met1.png
Bar = 20 µm. Supply wires on this layer in gray.
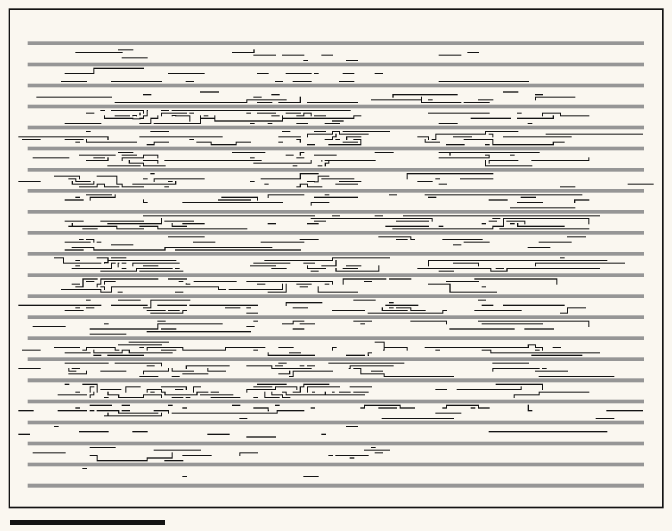
met2.png
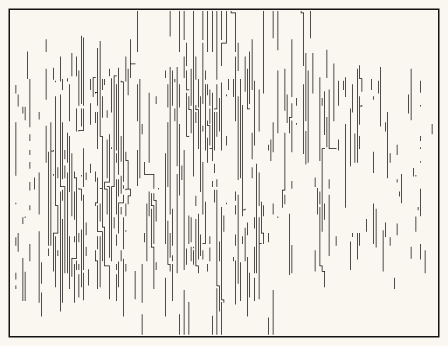
met3.png
Bar = 20 µm.
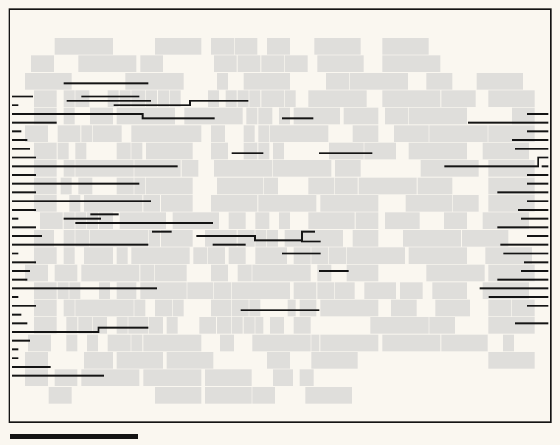
## config.mk

```make
export PLATFORM = sky130hd
export DESIGN_NAME = array_arbiter2
export DESIGN_NICKNAME = d
export VERILOG_FILES = /design/src/rtl/array_arbiter2_pkg.sv /design/src/rtl/array_arbiter2.sv
export SDC_FILE = /design/constraint.sdc
export NUM_CORES = 1
export LEC_CHECK = 0
export ABC_CLOCK_PERIOD_IN_PS = 1300
export CAP_MARGIN = 30
export CORE_ASPECT_RATIO = 0.75
export CORE_MARGIN = 2
export CORE_UTILIZATION = 37
export CTS_BUF_LIST = sky130_fd_sc_hd__clkbuf_8 sky130_fd_sc_hd__clkbuf_16
export DETAILED_ROUTE_END_ITERATION = 16
export PLACE_DENSITY = 0.76
export SYNTH_ARGS = -nofsm -noshare
export SYNTH_HDL_FRONTEND = slang
export SYNTH_SLANG_ARGS = --single-unit
```

## constraint.sdc

```tcl
create_clock -name clk -period 1.3 [get_ports clk]
set_input_delay 0.325 -clock clk [delete_from_list [all_inputs] [get_ports clk]]
set_output_delay 0.325 -clock clk [all_outputs]
set_load 0.1 [all_outputs]
```

## src/rtl/array_arbiter2_pkg.sv

```systemverilog
// Shared definitions for the two-client Array channel arbiter: channel widths,
// FSM state encoding and client identifiers.
package array_arbiter2_pkg;

  localparam int ADDR_N = 8;
  localparam int INT_N  = 8;

  localparam logic [1:0] ST_IDLE = 2'd0;
  localparam logic [1:0] ST_MEM  = 2'd1;
  localparam logic [1:0] ST_RESP = 2'd2;

  localparam logic CLIENT_A = 1'b0;
  localparam logic CLIENT_B = 1'b1;

endpackage

```

## src/rtl/array_arbiter2.sv

```systemverilog
// Round-robin arbiter letting two Array-channel clients share one memory port;
// a grant is held from request latch until the memory reports completion.
module array_arbiter2
  import array_arbiter2_pkg::*;
#(
  parameter int addrN = ADDR_N,
  parameter int intN  = INT_N
) (
  input  logic             clk,
  input  logic             nrst,

  input  logic [addrN-1:0] a_addr,
  input  logic             a_we,
  input  logic [intN-1:0]  a_di,
  input  logic             a_valid,
  output logic [intN-1:0]  a_do,
  output logic             a_ready,

  input  logic [addrN-1:0] b_addr,
  input  logic             b_we,
  input  logic [intN-1:0]  b_di,
  input  logic             b_valid,
  output logic [intN-1:0]  b_do,
  output logic             b_ready,

  output logic [addrN-1:0] m_addr,
  output logic             m_we,
  output logic [intN-1:0]  m_di,
  output logic             m_valid,
  input  logic [intN-1:0]  m_do,
  input  logic             m_ready
);

  logic [1:0] state;
  logic       prio;
  logic       grant;

  logic       any_req;
  logic       pick;

  // A lone requester always wins; on contention prio breaks the tie.
  always_comb begin
    any_req = a_valid | b_valid;
    pick    = CLIENT_A;
    if (a_valid && (!b_valid || prio == CLIENT_A)) begin
      pick = CLIENT_A;
    end else if (b_valid) begin
      pick = CLIENT_B;
    end
  end

  always_ff @(posedge clk or negedge nrst) begin
    if (!nrst) begin
      state   <= ST_IDLE;
      prio    <= CLIENT_A;
      grant   <= CLIENT_A;
      m_addr  <= '0;
      m_we    <= 1'b0;
      m_di    <= '0;
      m_valid <= 1'b0;
      a_do    <= '0;
      a_ready <= 1'b0;
      b_do    <= '0;
      b_ready <= 1'b0;
    end else begin
      case (state)
        ST_IDLE: begin
          if (any_req) begin
            grant   <= pick;
            m_valid <= 1'b1;
            if (pick == CLIENT_A) begin
              m_addr <= a_addr;
              m_we   <= a_we;
              m_di   <= a_di;
            end else begin
              m_addr <= b_addr;
              m_we   <= b_we;
              m_di   <= b_di;
            end
            state <= ST_MEM;
          end
        end

        // Data is captured for writes too so the client always sees m_do.
        ST_MEM: begin
          if (m_ready) begin
            m_valid <= 1'b0;
            prio    <= ~grant;
            if (grant == CLIENT_A) begin
              a_do    <= m_do;
              a_ready <= 1'b1;
            end else begin
              b_do    <= m_do;
              b_ready <= 1'b1;
            end
            state <= ST_RESP;
          end
        end

        // The retiring client still shows valid here, so requests are ignored.
        ST_RESP: begin
          a_ready <= 1'b0;
          b_ready <= 1'b0;
          state   <= ST_IDLE;
        end

        default: begin
          a_ready <= 1'b0;
          b_ready <= 1'b0;
          m_valid <= 1'b0;
          state   <= ST_IDLE;
        end
      endcase
    end
  end

endmodule

```

==> run summary <==
fresh numbers from the pnr run: status=finished with violations, failing checks=negative setup slack, Iteration-0 DRC Markers=76, synth unique cells=22, Final Skew=0.00698 ns, Inverters=4, Ports=83, reg2reg setup slack=-0.02 ns, cells in synth_stat.txt=158, worst-path fanout max=8, Main logic family=AND-OR/OR-AND gates, Critical Path End=a_do[7], Hold Vio Cnt, Final=0, Setup Fix Bufs, Post-CTS=0, crit path DRT=1.47 ns, Area leader share=56.1%, MUX area fraction=11.8%, H-tree depth=2, Mapped Cells=158, Basic Gates by Area=9.47%, Min-Delay Path Class=in -> async, Reg clk slew, reported paths=0.08 ns, reg2reg end=a_do[7], Num CTS Buffers=5, DRT Pass-1 Iters=4, Clk Tree Root Cell=clkbuf_8, Area contributors post-synth=dfrtp_1 56%, mux2_4 6.7%, a31oi_1 6.7%, Reg area=0.00100 mm², Avg Cell Area, Syn=11.3 µm², crit-path cells=and3b_2, and2_4, mux2_4, Sink Count=40, share of cells above drive strength 1=35.7%, gpl congestion=0.765, max incr delay on CP=0.38 ns, Setup-failing EPs final=8, first-pass GRT wire length=8200 µm, logic area=722 µm², CP max stage cell=dfrtp_1, vias in the first global route=1633, Insertion Delay late pin=0.29 ns, Area growth, synth to finish=85.1%, Complex Gates by Area=17.6%, yosys xor share=0%, comb_multi_in=103, R2R depth=3, crit start category=flip-flop, fin. max-slew vios=0, GR Util All Layers=19.6%, dpl ws=-0.459 ns, chip area estimate from yosys synthesis=0.00178 mm², Chip Height=64.1 µm, post-route insts no fill=312, Least-Margin Pin Slew=0.230 ns, chip width=84.2 µm, Cell Rows=21, main flop type=dfrtp_1, post-CTS sizing=12, flip-flops=40, FMAX=759 MHz, async set-reset flop share out of synthesis=100%, Log Warnings=29, Max-area cell class=buffers, Critical path buffers and inverters=0, syn_nets=205, setup ws final=-0.0168 ns, reg2reg start=state[1], final instance area=0.00330 mm², placeable core area=0.00455 mm², Ys Warns=0, Rel. slew slack=84.5%, Ant. Diodes=0, Non-clk bufs=100, Critical Path AT=1.49 ns, post-route ant nets=0, Final Critical Period=1.32 ns
About met1.png:
share of all routed wire = 39%
wire length on this layer = 2010 µm
nets with wire on the layer = 249
final wirelength: 5100 µm
via count: 1655

About met2.png:
wire length on this layer = 2520 µm
share of all routed wire = 49%
main direction = vertical
nets with wire on the layer = 265
longest straight run = 32.4 µm

About met3.png:
longest straight run = 25.5 µm
wire length on this layer = 537 µm
M3 GR Usage: 7.49%

==> registers in the layout, summed over array words and instances, names as in the netlist, 2 cells and up <==
register / cells
a_do: 8
m_addr: 8
state: 2
m_di: 8
b_do: 8
==> placed cells by master (no fill, tap or decap), types with 7 or more instances in the layout <==
cell type,count
clkdlybuf4s50_1,42
dfrtp_1,40
buf_12,39
o21ai_0,19
nand3_1,18
a31oi_1,17
a21oi_1,15
buf_4,13
mux2_4,8
mux2_2,8
clkbuf_8,7
==> metal layers <==
layer	wire length, µm	vias to the layer above	global-route usage (%)	share of wire (%)
met5	0	-	0	0
met3	537	7	7.49	11
li1	-	772	-	-
met2	2520	85	33.1	49
met4	37	0	3.63	0.73
met1	2010	791	24.3	39
